File: src/rtl/scottcpu_pkg.sv
// Shared constants for the scottcpu ALU: opcodes, FSM state encoding and status-flag indices.
package scottcpu_pkg;

  localparam logic [3:0] OP_ADD = 4'd0;
  localparam logic [3:0] OP_SHL = 4'd1;
  localparam logic [3:0] OP_SHR = 4'd2;
  localparam logic [3:0] OP_NOT = 4'd3;
  localparam logic [3:0] OP_AND = 4'd4;
  localparam logic [3:0] OP_OR  = 4'd5;
  localparam logic [3:0] OP_XOR = 4'd6;
  localparam logic [3:0] OP_SUB = 4'd7;
  localparam logic [3:0] OP_ROL = 4'd8;
  localparam logic [3:0] OP_ROR = 4'd9;
  localparam logic [3:0] OP_MUL = 4'd10;

  localparam logic [1:0] ST_IDLE = 2'd0;
  localparam logic [1:0] ST_BUSY = 2'd1;
  localparam logic [1:0] ST_DONE = 2'd2;

  // Bit positions reserved for the status register that will latch Cfout/Zf/Ef/Af.
  localparam int unsigned FLAG_C     = 0;
  localparam int unsigned FLAG_Z     = 1;
  localparam int unsigned FLAG_E     = 2;
  localparam int unsigned FLAG_A     = 3;
  localparam int unsigned FLAG_COUNT = 4;

endpackage

File: src/rtl/scottcpu_alu_comb.sv
// Combinational result and carry for every single-cycle ALU opcode; anything else yields 0/0.
module scottcpu_alu_comb
  import scottcpu_pkg::*;
#(
  parameter int unsigned WIDTH = 8
) (
  input  logic [WIDTH-1:0] a_i,
  input  logic [WIDTH-1:0] b_i,
  input  logic [3:0]       op_i,
  input  logic             cfin_i,
  output logic [WIDTH-1:0] res_o,
  output logic             cf_o
);

  logic [WIDTH:0] sum;

  always_comb begin
    sum   = '0;
    res_o = '0;
    cf_o  = 1'b0;
    case (op_i)
      OP_ADD: begin
        sum   = {1'b0, a_i} + {1'b0, b_i} + {{WIDTH{1'b0}}, cfin_i};
        res_o = sum[WIDTH-1:0];
        cf_o  = sum[WIDTH];
      end
      // Subtract as A + ~B + !Cfin; a clear carry-out means a borrow occurred.
      OP_SUB: begin
        sum   = {1'b0, a_i} + {1'b0, ~b_i} + {{WIDTH{1'b0}}, ~cfin_i};
        res_o = sum[WIDTH-1:0];
        cf_o  = ~sum[WIDTH];
      end
      OP_SHL: begin
        res_o = {a_i[WIDTH-2:0], cfin_i};
        cf_o  = a_i[WIDTH-1];
      end
      OP_SHR: begin
        res_o = {cfin_i, a_i[WIDTH-1:1]};
        cf_o  = a_i[0];
      end
      OP_ROL: begin
        res_o = {a_i[WIDTH-2:0], a_i[WIDTH-1]};
        cf_o  = a_i[WIDTH-1];
      end
      OP_ROR: begin
        res_o = {a_i[0], a_i[WIDTH-1:1]};
        cf_o  = a_i[0];
      end
      OP_NOT: res_o = ~a_i;
      OP_AND: res_o = a_i & b_i;
      OP_OR:  res_o = a_i | b_i;
      OP_XOR: res_o = a_i ^ b_i;
      default: ;
    endcase
  end

endmodule

File: src/rtl/scottcpu_alu_seq.sv
// Registered, handshaked scottcpu ALU with optional iterative multiplier.
// Define SCOTTCPU_ALU_MUL_EN to build MUL and the BUSY state; otherwise opcode 10 is illegal.
module scottcpu_alu_seq
  import scottcpu_pkg::*;
#(
  parameter int unsigned WIDTH = 8
) (
  input  logic             CLK,
  input  logic             RST,
  input  logic             IN_VALID,
  output logic             IN_READY,
  input  logic [WIDTH-1:0] A,
  input  logic [WIDTH-1:0] B,
  input  logic [3:0]       OP,
  input  logic             Cfin,
  output logic             OUT_VALID,
  input  logic             OUT_READY,
  output logic [WIDTH-1:0] OUT,
  output logic [WIDTH-1:0] OUT_HI,
  output logic             Cfout,
  output logic             Zf,
  output logic             Ef,
  output logic             Af
);

  logic [1:0]       state_q, state_d;
  logic [WIDTH-1:0] out_q, out_d, out_hi_q, out_hi_d;
  logic             cf_q, cf_d, zf_q, zf_d, ef_q, ef_d, af_q, af_d;
  logic             accept;
  logic [WIDTH-1:0] comb_res;
  logic             comb_cf;

`ifdef SCOTTCPU_ALU_MUL_EN
  localparam int unsigned MUL_CYCLES_LOG2 = $clog2(WIDTH + 1);
  localparam logic [MUL_CYCLES_LOG2-1:0] MUL_LAST = MUL_CYCLES_LOG2'(WIDTH - 1);

  logic [WIDTH-1:0]           mcand_q, mcand_d, prod_hi_q, prod_hi_d, prod_lo_q, prod_lo_d;
  logic [MUL_CYCLES_LOG2-1:0] cnt_q, cnt_d;
  logic [WIDTH:0]             mul_sum;
`endif

  scottcpu_alu_comb #(
    .WIDTH(WIDTH)
  ) u_comb (
    .a_i   (A),
    .b_i   (B),
    .op_i  (OP),
    .cfin_i(Cfin),
    .res_o (comb_res),
    .cf_o  (comb_cf)
  );

  // A held result may be released and replaced by a new op on the same edge.
  assign IN_READY  = (state_q == ST_IDLE) | ((state_q == ST_DONE) & OUT_READY);
  assign accept    = IN_VALID & IN_READY;
  assign OUT_VALID = (state_q == ST_DONE);

  always_comb begin
    state_d  = state_q;
    out_d    = out_q;
    out_hi_d = out_hi_q;
    cf_d     = cf_q;
    zf_d     = zf_q;
    ef_d     = ef_q;
    af_d     = af_q;
`ifdef SCOTTCPU_ALU_MUL_EN
    mcand_d   = mcand_q;
    prod_hi_d = prod_hi_q;
    prod_lo_d = prod_lo_q;
    cnt_d     = cnt_q;
    mul_sum   = '0;
`endif

    case (state_q)
      ST_DONE: if (OUT_READY) state_d = ST_IDLE;
`ifdef SCOTTCPU_ALU_MUL_EN
      // Shift-add: the multiplier drains out of prod_lo from the bottom while product bits
      // enter from the top, so {prod_hi, prod_lo} is the full product after WIDTH steps.
      ST_BUSY: begin
        mul_sum   = {1'b0, prod_hi_q} + (prod_lo_q[0] ? {1'b0, mcand_q} : '0);
        prod_hi_d = mul_sum[WIDTH:1];
        prod_lo_d = {mul_sum[0], prod_lo_q[WIDTH-1:1]};
        cnt_d     = cnt_q + 1'b1;
        if (cnt_q == MUL_LAST) begin
          state_d  = ST_DONE;
          out_d    = prod_lo_d;
          out_hi_d = prod_hi_d;
          cf_d     = |prod_hi_d;
          zf_d     = ~|{prod_hi_d, prod_lo_d};
        end
      end
`endif
      default: ;
    endcase

    if (accept) begin
      ef_d     = (A == B);
      af_d     = (A > B);
      state_d  = ST_DONE;
      out_d    = comb_res;
      out_hi_d = '0;
      cf_d     = comb_cf;
      zf_d     = (comb_res == '0);
`ifdef SCOTTCPU_ALU_MUL_EN
      if (OP == OP_MUL) begin
        state_d   = ST_BUSY;
        mcand_d   = A;
        prod_lo_d = B;
        prod_hi_d = '0;
        cnt_d     = '0;
      end
`endif
    end
  end

  always_ff @(posedge CLK) begin
    if (RST) begin
      state_q  <= ST_IDLE;
      out_q    <= '0;
      out_hi_q <= '0;
      cf_q     <= 1'b0;
      zf_q     <= 1'b0;
      ef_q     <= 1'b0;
      af_q     <= 1'b0;
    end else begin
      state_q  <= state_d;
      out_q    <= out_d;
      out_hi_q <= out_hi_d;
      cf_q     <= cf_d;
      zf_q     <= zf_d;
      ef_q     <= ef_d;
      af_q     <= af_d;
    end
  end

`ifdef SCOTTCPU_ALU_MUL_EN
  always_ff @(posedge CLK) begin
    if (RST) begin
      mcand_q   <= '0;
      prod_hi_q <= '0;
      prod_lo_q <= '0;
      cnt_q     <= '0;
    end else begin
      mcand_q   <= mcand_d;
      prod_hi_q <= prod_hi_d;
      prod_lo_q <= prod_lo_d;
      cnt_q     <= cnt_d;
    end
  end
`endif

  assign OUT    = out_q;
  assign OUT_HI = out_hi_q;
  assign Cfout  = cf_q;
  assign Zf     = zf_q;
  assign Ef     = ef_q;
  assign Af     = af_q;

endmodule

File: config.mk
export PLATFORM = sky130hd
export DESIGN_NAME = scottcpu_alu_seq
export DESIGN_NICKNAME = d
export VERILOG_FILES = /design/src/rtl/scottcpu_pkg.sv /design/src/rtl/scottcpu_alu_comb.sv /design/src/rtl/scottcpu_alu_seq.sv
export SDC_FILE = /design/constraint.sdc
export NUM_CORES = 1
export LEC_CHECK = 0
export ABC_AREA = 1
export CAP_MARGIN = 10
export CORE_ASPECT_RATIO = 0.5
export CORE_MARGIN = 3
export CORE_UTILIZATION = 35
export DETAILED_ROUTE_END_ITERATION = 10
export GPL_TIMING_DRIVEN = 0
export HOLD_SLACK_MARGIN = 0.12
export PLACE_DENSITY = 0.69
export SLEW_MARGIN = 40
export SYNTH_ARGS = -nofsm -noshare
export SYNTH_HDL_FRONTEND = slang
export SYNTH_SLANG_ARGS = --single-unit
File: constraint.sdc
create_clock -name CLK -period 2.07 [get_ports CLK]
set_input_delay 0.414 -clock CLK [delete_from_list [all_inputs] [get_ports CLK]]
set_output_delay 0.414 -clock CLK [all_outputs]
set_load 0.03 [all_outputs]
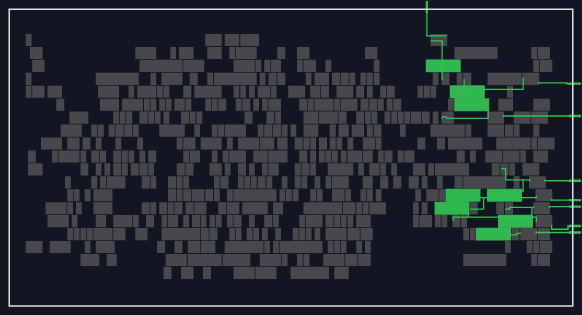
**Above:** I/O nets highlighted.
port	colour	bits	direction	edge	end cells	buffers	wire
`OUT`	green	8	output	7 east, 1 north	8	8	163 um

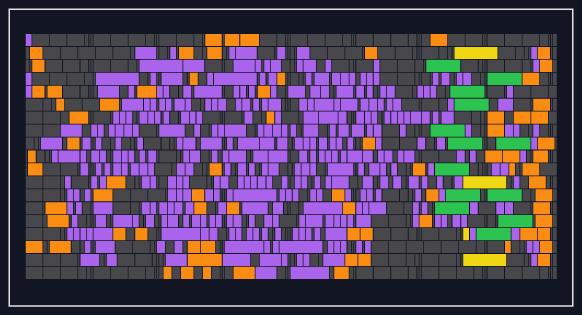
**Above:** cells coloured by class.
Fill, decap, tap and diode cells in grey.
class	colour	cells
all other logic	purple	372
other buffers and delay cells	orange	75
flip-flops	green	13
clock drivers and dummy loads	yellow	4

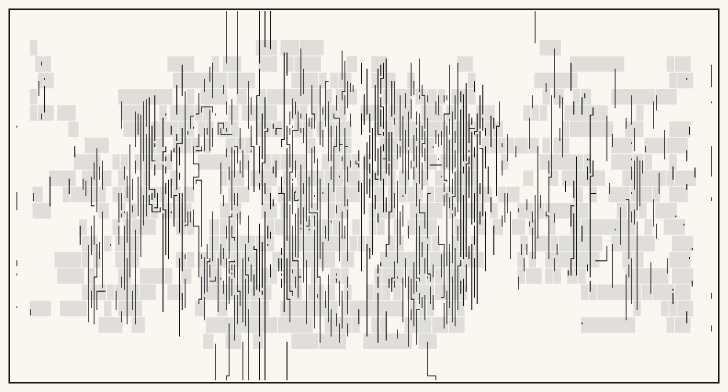
**Above:** metal 2.
wire length on this layer	2,910 um
main direction	vertical

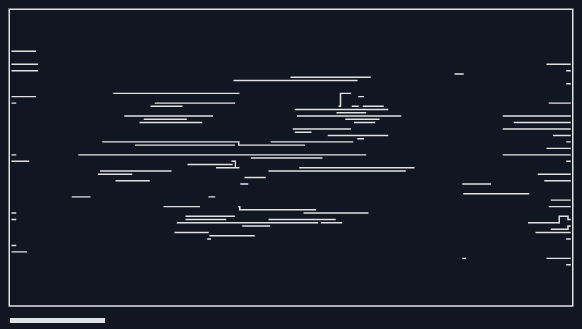
**Above:** signal wires on met3.
Scale bar: 20 um.
main direction	horizontal
longest straight run	60.3 um
nets with wire on the layer	73

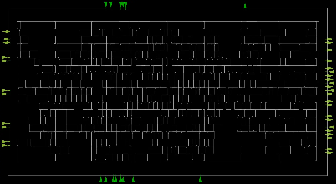
**Above:** placement view.
number of sequential storage elements: 13
tap cells: 84
Core ar.: 5780 um2
post-layout utilization of the core: 55.3%
number of rows created at floorplan: 19

[worst min-delay path: cells and delay by family, from the launching register on]
family           cells  cell delay [ns]
flip-flops           1             0.30
AND-OR/OR-AND        1             0.05
AND/OR/NAND/NOR      1             0.06
[cells in the mapped netlist, drive strengths merged]
cell / n
nand2: 117
nand3: 60
nor2: 60
inv: 53
ha: 25
a21oi: 17
buf: 16
o21ai: 15
dfxtp: 13
fa: 4
nand4: 4
clkbuf: 2
o211ai: 2
o21bai: 2
a21o: 1
conb: 1
nand3b: 1
nor3: 1
o221ai: 1
or2: 1
[sequential cells by signal, summed over array words and instances (netlist names)]
| name | count |
|---|---|
| state_q | 1 |
| Af | 1 |
| Zf | 1 |
| Cfout | 1 |
| OUT | 8 |
| Ef | 1 |
[cell type report]
class	instances	area (um2)	share of cell area [%]
multi-input cells	319	1890	59.2
repair buffers	57	498	15.6
flip-flops and latches	13	260	8.15
inverters	53	211	6.62
plain buffers	18	150	4.70
well taps	84	105	3.29
clock buffers	4	78.8	2.47
[layer usage]
layer | up-vias | track usage (%) | share of wire (%)
li1 | 1373 | - | -
met1 | 1206 | 29.0 | 49
met2 | 142 | 29.7 | 40
met3 | 9 | 3.07 | 11
met4 | 0 | 6.00 | 0.82
met5 | - | 0 | 0
[per-stage QoR]
stage               worst slack, ns  cells  area (um2)
floorplan                    0.0368    403        2230
global route                 -0.126    548        3190
finish                     -0.00655    548        3190
CTS                         -0.0391    544        3070
detailed placement            -1.02    525        2720
global placement              -1.02    525        2720
[timing repair]
item / 4_1_cts / 5_1_grt
cloned: 3 / 0
resized: 86 / 51
pin swaps: 20 / 21
buffers inserted: 12 / 4
endpoints found under the setup margin: 13 / 8
==> flow_summary.yaml <==
# implementation run metrics
pwr:
  power_frac_clock_pct: 26.4
  power.share.sequential_pct: 20.6
  internal_portion_of_total_power_w: 0.000819
  power_clock_w: 0.000359
  p_total_w: 0.00136
  netSwitchingFraction_pct: 39.8
  power_per_standard_cell_area_nw_per_um2: 426
  power.share.combinational_pct: 53.0
  power-top-group: "combinational logic"
  irDropWorstVdd_mv: 0.256
  sequential_cell_power_w: 0.000280
  p_leak_nw: 1.66
  p_comb_w: 0.000721
synthesis:
  synth_chip_area_um2: 2200
  post_synth_inst_count: 396
  number_of_warning_messages_in_the_yosys_log: 0
  synthDistinctLibCells: 24
  aoi_share_pct: 9.38
  ys_sh_adder_pct: 17.9
  ys_sh_xor_pct: 0
  yosys.stat.seqShare_pct: 11.8
  synthTopCellsByArea: "sky130_fd_sc_hd__nand2_1, sky130_fd_sc_hd__ha_1, sky130_fd_sc_hd__nand3_1"
  number_of_cell_instances_after_yosys_synthesis: 396
  topCombFamilyByArea: "simple AND/OR/NAND/NOR gates"
  synth_flop_count: 13
  synth_top_area_share_pct: 20.0
  post_synth_and_or_nand_nor_area_fraction_pct: 46.0
  mappedNetlistArea_um2: 2200
  synth.mux.area_fraction_pct: 0
status:
  outcome: "finished, violations left"
  failed_checks: "negative setup slack"
sta:
  final.setup.tns_ns: -0.00655
  hold_viol: 0
  number_of_pins_with_negative_max_slew_slack_in_the_final_report: 0
  min_period_ns: 2.08
  unrepaired_setup_endpoints_after_global_routing: "yes"
  hold_slack_ns: 0.463
  final.setup.worst_slack_ns: -0.00655
  setup_viol_count_final: 1
  max_clock_freq_mhz: 482
critical_path:
  critical_path.max_fanout: 4
  element_type_at_the_critical_path_end: "register"
  worstRegToRegCells: 8
  max_stage_delay_ns: 0.43
  r2r_setup_slack_ns: 0.70
  setup.worst_path.class: "in -> reg"
  worstReg2RegEnd: "Zf"
  setup.worst_path.start: "A[0]"
  timing.critical_path.max_delay_family: "adder cells"
  crit_path_buf_inv_count: 4
  timing.critical_path.to: "Zf"
  cp_data_arrival_time_ns: 2.25
  critical_path.slowest_cell: "sky130_fd_sc_hd__fa_2"
  worstReg2RegStart: "state_q[1]"
  worst_ep_required_time_ns: 2.25
clock_network:
  cts_inserted_buffers: 3
  h_tree_levels: 1
  clock_sinks: 13
  clock_transition_time_at_the_flip_flop_clock_pins_of_the_worst_setup_and_hold_paths_ns: 0.04
  cts_buffer_depth: 2
  clkLatencyLatePin_ns: 0.24
  cts_tree: "yes"
floorplanning:
  die_area_um2: 7330
  fp.dieW_um: 118
  initial_utilization_pct: 38.1
  count_of_boundary_i_o_pins: 47
  die_y_um: 62.1
layout:
  n_antenna_cell: 0
  nets: 519
  num-fill-cells: 595
  final_common_cell: "sky130_fd_sc_hd__nand2_1"
  layout_top_cells_excl_fill_tap: "sky130_fd_sc_hd__nand2_1, sky130_fd_sc_hd__nand3_1, sky130_fd_sc_hd__nor2_1, sky130_fd_sc_hd__inv_1, sky130_fd_sc_hd__buf_4"
  final_layout_size_suffix_gt1_share_pct: 23.3
detailed_routing:
  dr_total_vias: 2730
  drcViolationCount: 0
  post_drt_wl_per_cell_um: 13.4
  antenna_violating_nets_left: 0
  via_cell_ratio: 4.98
  drt_first_pass_iters: 7
  initialDrtViolationCount: 235
run:
  tool_warnings: 45
min_path:
  worst_hold_startpoint: "Af"
  min-delay-path-class: "reg -> reg"
  hold_path_cell_cnt: 2
  min_delay_worst_endpoint: "Af"
global_routing:
  grt_use_total_pct: 19.6
  first_global_vias: 2399
  grt_start_max_net_pins: 11
  antenna_found_initial: 0
  gr-total-overflow: 0
placed_design:
  gpl.final_weighted_congestion: 0.899
  place.detailed.hpwl_mm: 5.30
Power and IR drop assume default switching activity.
